Figure 1. Met4 routing.
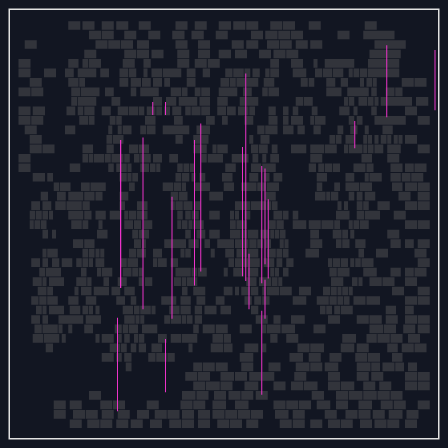
Figure 2. Routed metal per tile.
25 x 25 tiles, from dark blue (low) to red (high), scaled to the fullest tile. Values are wire area over tile area, all layers added.
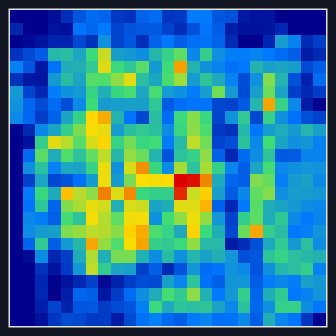
Figure 3. Clock distribution.
The bar under the picture is 20 microns long.
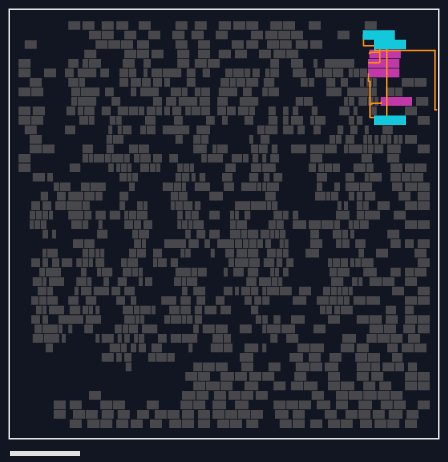
==> src/rtl/cpu_pkg.sv <==
// Shared opcodes, FSM state encodings and datapath widths for the accumulator CPU.
package cpu_pkg;

    localparam int ADDR_W = 8;
    localparam int DATA_W = 16;

    localparam logic [3:0] OP_NOP   = 4'h0;
    localparam logic [3:0] OP_LOAD  = 4'h1;
    localparam logic [3:0] OP_STORE = 4'h2;
    localparam logic [3:0] OP_ADD   = 4'h3;
    localparam logic [3:0] OP_SUB   = 4'h4;
    localparam logic [3:0] OP_AND   = 4'h5;
    localparam logic [3:0] OP_OR    = 4'h6;
    localparam logic [3:0] OP_NOT   = 4'h7;
    localparam logic [3:0] OP_JMP   = 4'h8;
    localparam logic [3:0] OP_JZ    = 4'h9;
    localparam logic [3:0] OP_DIV   = 4'hA;
    localparam logic [3:0] OP_SHL   = 4'hB;
    localparam logic [3:0] OP_SHR   = 4'hC;
    localparam logic [3:0] OP_HALT  = 4'hF;

    typedef enum logic [3:0] {
        S_F0   = 4'd0,
        S_F1   = 4'd1,
        S_F2   = 4'd2,
        S_DEC  = 4'd3,
        S_RD   = 4'd4,
        S_EX   = 4'd5,
        S_WR   = 4'd6,
        S_DS   = 4'd7,
        S_DW   = 4'd8,
        S_HALT = 4'd9
    } state_t;

    // Instructions that fetch a second word from RAM before executing.
    function automatic logic is_mem_op(input logic [3:0] op);
        return (op == OP_LOAD) || (op == OP_ADD) || (op == OP_SUB) ||
               (op == OP_AND)  || (op == OP_OR)  || (op == OP_DIV);
    endfunction

endpackage

==> src/rtl/cpu_alu.sv <==
// Combinational accumulator ALU; result wraps modulo 2^DATA_W, zero flags a zero result.
module cpu_alu
    import cpu_pkg::*;
#(
    parameter int DATA_W = cpu_pkg::DATA_W
) (
    input  logic [3:0]        opcode,
    input  logic [DATA_W-1:0] acc,
    input  logic [DATA_W-1:0] mdr,
    output logic [DATA_W-1:0] result,
    output logic              zero
);

    always_comb begin
        result = acc;
        case (opcode)
            OP_LOAD: result = mdr;
            OP_ADD:  result = acc + mdr;
            OP_SUB:  result = acc - mdr;
            OP_AND:  result = acc & mdr;
            OP_OR:   result = acc | mdr;
            OP_NOT:  result = ~acc;
            OP_SHL:  result = acc << 1;
            OP_SHR:  result = acc >> 1;
            default: result = acc;
        endcase
    end

    assign zero = (result == '0);

endmodule

==> src/rtl/acc_cpu_control.sv <==
// Fetch/decode/execute sequencer for the accumulator CPU; computes every register
// next-value combinationally from the current register file outputs.
//
// state | meaning
// F0    | MAR <- PC
// F1    | MDR <- RAM[MAR] (instruction word)
// F2    | IR <- MDR, PC <- PC + 1
// DEC   | decode; single-cycle ops and jumps complete here
// RD    | MDR <- RAM[MAR] (operand)
// EX    | ALU result into ACC, or divide dispatch
// WR    | RAM[MAR] <- ACC
// DS    | pulse divider load
// DW    | wait for divider, ACC <- quotient
// HALT  | stopped until reset
module acc_cpu_control
    import cpu_pkg::*;
#(
    parameter int ADDR_W = cpu_pkg::ADDR_W,
    parameter int DATA_W = cpu_pkg::DATA_W
) (
    input  logic              clk,
    input  logic              rst,
    input  logic [ADDR_W-1:0] PC_reg,
    input  logic [DATA_W-1:0] IR_reg,
    input  logic [DATA_W-1:0] ACC_reg,
    input  logic [DATA_W-1:0] MDR_reg,
    input  logic [ADDR_W-1:0] MAR_reg,
    input  logic              Zflag_reg,
    input  logic [DATA_W-1:0] mem_q,
    input  logic [DATA_W-1:0] div_q,
    input  logic              div_done,
    output logic [ADDR_W-1:0] PC_next,
    output logic [DATA_W-1:0] IR_next,
    output logic [DATA_W-1:0] ACC_next,
    output logic [DATA_W-1:0] MDR_next,
    output logic [ADDR_W-1:0] MAR_next,
    output logic              zflag_next,
    output logic              mem_we,
    output logic [ADDR_W-1:0] mem_addr,
    output logic [DATA_W-1:0] mem_d,
    output logic              div_load,
    output logic [DATA_W-1:0] div_a,
    output logic [DATA_W-1:0] div_b,
    output logic              halted,
    output logic [3:0]        state_o
);

    state_t state, state_next;

    logic [3:0]        opcode;
    logic [ADDR_W-1:0] operand;
    logic [DATA_W-1:0] alu_result;
    logic              alu_zero;
    logic              unused_ir_bits;

    assign opcode         = IR_reg[DATA_W-1 -: 4];
    assign operand        = IR_reg[ADDR_W-1:0];
    assign unused_ir_bits = ^IR_reg[DATA_W-5:ADDR_W];

    assign mem_addr = MAR_reg;
    assign mem_d    = ACC_reg;
    assign div_a    = ACC_reg;
    assign div_b    = MDR_reg;
    assign state_o  = state;

    cpu_alu #(.DATA_W(DATA_W)) u_alu (
        .opcode (opcode),
        .acc    (ACC_reg),
        .mdr    (MDR_reg),
        .result (alu_result),
        .zero   (alu_zero)
    );

    always_ff @(posedge clk or posedge rst) begin
        if (rst) state <= S_F0;
        else     state <= state_next;
    end

    always_comb begin
        state_next = state;
        PC_next    = PC_reg;
        IR_next    = IR_reg;
        ACC_next   = ACC_reg;
        MDR_next   = MDR_reg;
        MAR_next   = MAR_reg;
        zflag_next = Zflag_reg;
        mem_we     = 1'b0;
        div_load   = 1'b0;
        halted     = 1'b0;
        // Reset masks every strobe combinationally, so a pulse mid-cycle drops them at once.
        if (!rst) begin
            case (state)
                S_F0: begin
                    MAR_next   = PC_reg;
                    state_next = S_F1;
                end
                S_F1: begin
                    MDR_next   = mem_q;
                    state_next = S_F2;
                end
                S_F2: begin
                    IR_next    = MDR_reg;
                    PC_next    = PC_reg + 1'b1;
                    state_next = S_DEC;
                end
                S_DEC: begin
                    if (is_mem_op(opcode) || opcode == OP_STORE) MAR_next = operand;
                    case (opcode)
                        OP_JMP: PC_next = operand;
                        OP_JZ:  if (Zflag_reg) PC_next = operand;
                        OP_NOT, OP_SHL, OP_SHR: begin
                            ACC_next   = alu_result;
                            zflag_next = alu_zero;
                        end
                        default: ;
                    endcase
                    if (opcode == OP_STORE)     state_next = S_WR;
                    else if (is_mem_op(opcode)) state_next = S_RD;
                    else if (opcode == OP_HALT) state_next = S_HALT;
                    else                        state_next = S_F0;
                end
                S_WR: begin
                    mem_we     = 1'b1;
                    state_next = S_F0;
                end
                S_RD: begin
                    MDR_next   = mem_q;
                    state_next = S_EX;
                end
                S_EX: begin
                    if (opcode == OP_DIV) begin
                        if (MDR_reg == '0) begin
                            ACC_next   = '1;
                            zflag_next = 1'b0;
                            state_next = S_F0;
                        end else begin
                            state_next = S_DS;
                        end
                    end else begin
                        ACC_next   = alu_result;
                        zflag_next = alu_zero;
                        state_next = S_F0;
                    end
                end
                S_DS: begin
                    div_load   = 1'b1;
                    state_next = S_DW;
                end
                S_DW: begin
                    if (div_done) begin
                        ACC_next   = div_q;
                        zflag_next = (div_q == '0);
                        state_next = S_F0;
                    end
                end
                S_HALT: halted = 1'b1;
                default: state_next = S_F0;
            endcase
        end
    end

endmodule
==> config.mk <==
export PLATFORM = sky130hd
export DESIGN_NAME = acc_cpu_control
export DESIGN_NICKNAME = d
export VERILOG_FILES = /design/src/rtl/cpu_pkg.sv /design/src/rtl/cpu_alu.sv /design/src/rtl/acc_cpu_control.sv
export SDC_FILE = /design/constraint.sdc
export NUM_CORES = 1
export LEC_CHECK = 0
export CORE_MARGIN = 2
export CORE_UTILIZATION = 37
export DETAILED_ROUTE_END_ITERATION = 10
export PLACE_DENSITY_LB_ADDON = 0.08
export SLEW_MARGIN = 20
export SYNTH_ARGS = -nofsm -noshare
export SYNTH_HDL_FRONTEND = slang
export SYNTH_HIERARCHICAL = 1
export SYNTH_SLANG_ARGS = --single-unit
==> constraint.sdc <==
create_clock -name clk -period 11.1 [get_ports clk]
set_clock_uncertainty 0.05 [all_clocks]
set_input_delay 2.22 -clock clk [delete_from_list [all_inputs] [get_ports clk]]
set_output_delay 2.22 -clock clk [all_outputs]
set_load 0.01 [all_outputs]
==> deck_impl_summary.md <==
Physical Implementation Snapshot

Die
  – Vertical die dimension: approximately 120 microns
  – Total die size: about 15,000 sq um
  – Number of placement rows: 43
  – Starting density of the core: a little under two fifths
  – Floorplan Core Area: 13,800 sq um
  – Die width: 123 microns
  – Number of ports placed on the die boundary: about 230

Critical path
  – Register-to-register path setup slack: 8.89 ns
  – Worst setup path endpoint: ACC_next[14]
  – Critical Path Source: IR_reg[12]
  – Worst R2R End: state_o[0]
  – Peak fanout along the critical path: 21
  – Depth of the most critical reg-to-reg path: 4
  – Endpoint class of the critical path: primary output
  – Arr. time, crit path: ~7.4 ns
  – Startpoint of the worst register-to-register path: state_o[2]
  – Crit start category: input pin
  – Worst path required time: roughly 8.8 ns
  – Kind of critical path: input pin to primary output

Power
  – Pwr dens: 103 nW/um^2
  – Leakage power summed over all cells: 0.00258 uW
  – Gate power share: 85.4%
  – Combinational group power: between 600 and 700 uW
  – Power drawn by the clock network: around 56 uW
  – Switching power share of the total: between 40% and 50%
  – Sequential share of power: about 7%
  – Peak ir drop on the vdd network: between 0.00004 and 0.00005 V
  – Switching power: around 350 uW
  – Clock Power Share: roughly 7.7%
  – Leading power group: combinational logic
  – Internal power: 375 uW
  – Sequential-cell power consumption: approximately 50 uW

Logic synthesis
  – Xor and xnor fraction of the mapped netlist area: roughly 3.9%
  – Share of synthesized cell area in and-or and or-and compound cells: 38.3%
  – Number of standard cells after synthesis: approximately 720
  – Synth Net Count: 842
  – Chip area estimate from yosys synthesis: between 5000 and 6000 sq um
  – Cell count in the Yosys report: between 700 and 800
  – Ys flop type: dfrtp_1
  – Share of flip-flops with an asynchronous set or reset: 100%
  – Sequential share of the synthesized area: around 1.9%
  – Cell type with the largest total area after synthesis: buf_4
  – Fraction of the mapped netlist area in simple logic gates: 26.1%
  – Yosys top cell by instances: o21ai_0
  – Flops & latches, synth: 4
  – Syn_area_per_cell: 7.23 sq um
  – Fraction of the mapped netlist area in adder cells: under 10%
  – Synth top area share: ~8.6%
  – Post-synth design cell area: 5220 sq um
  – Cell Type Count: roughly 96
  – Flip-flops with a built-in enable: 0
  – Dominant combinational cell family by area after synthesis: AND-OR/OR-AND gates
  – Mux frac, synth: 8.92%
  – Most instantiated cells after synthesis: 79 x o21ai_0, 60 x buf_4, 48 x nor2_1
  – Top area cells in the synthesized netlist: buf_4 8.6%, o21ai_0 7.6%, mux2_2 7.6%, ha_1 4.6%, buf_6 3.5%
  – Total of warnings raised by yosys: 6

Final timing
  – Hold violation count in the final report: 0
  – Min Clock Period, post-route: about 9.6 ns
  – Achievable clock frequency: roughly 100 MHz
  – Crit share post-route: just under 90%
  – Final TNS setup: 0 ns
  – Worst setup slack after layout: ~1.5 ns
  – Final setup violation count: 0
  – Number of pins with negative max-slew slack in the final report: 0
  – Worst Max-Slew Pin Slew: approximately 0.94 ns
  – Max-slew headroom at the worst pin: between 30% and 40%
  – RSZ-0062 raised after global routing: no

Layout
  – Top cell excl fill/tap: clkdlybuf4s50_1
  – Top logic cells by instance count in the layout: 227 x clkdlybuf4s50_1, 79 x o21ai_0, 48 x nor2_1
  – Relative area change from synthesis to final layout: 35.6%
  – Antenna diode count: 0
  – Net count of the finished layout: slightly below 1,000
  – Share of cells above drive strength 1: 11.0%
  – Largest register FFs: 4
  – Cell area after layout: just over 7000 sq um

Placement
  – Pre-CTS WS: about 1.5 ns
  – Final HPWL from detailed placement: roughly 16 mm
  – Routability congestion estimate from global placement: ~0.95
  – Placed instance area: roughly 7000 sq um
  – Port Buf Inserts: around 230

Clocking
  – Hold-fix buffer count after cts: 0
  – Htree depth: 1
  – Maximum buffer depth of the clock tree: 2
  – Root Driver: clkbuf_16
  – Clk latency late pin: 0.23 ns
  – CTS sink cnt: 4
  – CTS tree: done
  – Post-cts sizing count: 0
  – CTS Buf Count: 3
  – Clock slew seen by the registers of the worst setup and hold paths: ~0.030 ns
  – Post-CTS setup-driven buffer insertion count: 0

GRT
  – Vias in the first global route: 5,941
  – Wire length of the first global-routing pass: between 30 and 40 mm
  – Aggregate global-route resource usage: between 20% and 30%
  – Pin count of the biggest net entering global routing: about 56
  – Overflow after GRT: 0
  – Number of antenna violations at the first check in global routing: 0

Min path
  – Worst Hold Depth: 1
  – Type of the most critical hold path: flip-flop to flip-flop
  – Min-Delay Endpoint: state_o[3]
  – Worst hold start: state_o[3]

Routing
  – Mean routed wirelength per cell: ~21 microns
  – Detailed-route vias per instance: 6.19
  – Antenna-violating nets left: 0
  – Starting DRT DRC Count: ~750
  – Number of optimization iterations in the first detailed-route pass: 7
  – Number of design rule violations left after detail routing: 0

Run
  – Max capacitance violation total: 0
  – OpenROAD warning count: 28

Status
  – Run status: finished clean
## Picture notes: Figure 1
main direction	vertical
longest straight run	59.2 microns
share of all routed wire	2.5%
wire length on this layer	532 microns
Routed WL: 21.5 mm
vias post-DR: 6,385

## Picture notes: Figure 2
densest ninth of the die	center
fullest tile	0.71
mean over tiles	0.23
nearly empty tiles	6.9%

## Picture notes: Figure 3
[orange] clock wires | length: 116 microns
[cyan] cells driving clock nets | count: 3
[magenta] flip-flops | count: 4
routed clock nets	4

==> worst max-delay path: stages <==
cell,delay [ns]
clkdlybuf4s50_1,0.90
inv_1,0.38
and3_1,0.31
nor2_1,0.13
xnor2_1,0.08
ha_1,0.36
nor2b_1,0.18
o211ai_1,0.17
a21oi_1,0.47
o2111ai_1,0.23
and3_1,0.20
o31ai_1,0.21
o21a_1,0.20
o21ai_0,0.12
a21oi_1,0.15
a2bb2o_1,0.29
a21oi_1,0.17
clkdlybuf4s50_1,0.56
==> final cells by class <==
| type | count | area, sq um |
|---|---|---|
| Clock buffer | 3 | 75.1 |
| Fill cell | 1343 | 6750 |
| Inverter | 17 | 63.8 |
| Multi-Input combinational cell | 594 | 4290 |
| Sequential cell | 4 | 100 |
| Tap cell | 180 | 225 |
| Timing Repair Buffer | 234 | 2320 |
==> cell families after synthesis <==
group           count (synthesis)
fa+ha+maj                      20
simple gates                  227
xor+xnor                       23
buf+inv                       124
compound gates                282
mux                            42
flops                           4
==> through the flow <==
| stage | total power, uW | hold WS (ns) | std cells | util [%] |
|---|---|---|---|---|
| 2_1_floorplan | 428 | 0.652 | 722 | - |
| 3_3_place_gp | 664 | 0.727 | 1029 | 50.7 |
| 3_5_place_dp | 670 | 0.735 | 1029 | 50.7 |
| 4_1_cts | 728 | 0.739 | 1032 | 51.2 |
| 5_1_grt | 780 | 0.799 | 1032 | 51.2 |
| 6_report | 730 | 0.747 | 1032 | 51.2 |
==> routing by layer <==
layer	share of wire (%)	track usage, %
met1	40	33.2
met2	50	48.7
met3	6.7	2.23
met4	2.5	8.05
met5	0	0
Power and IR drop assume default switching activity.
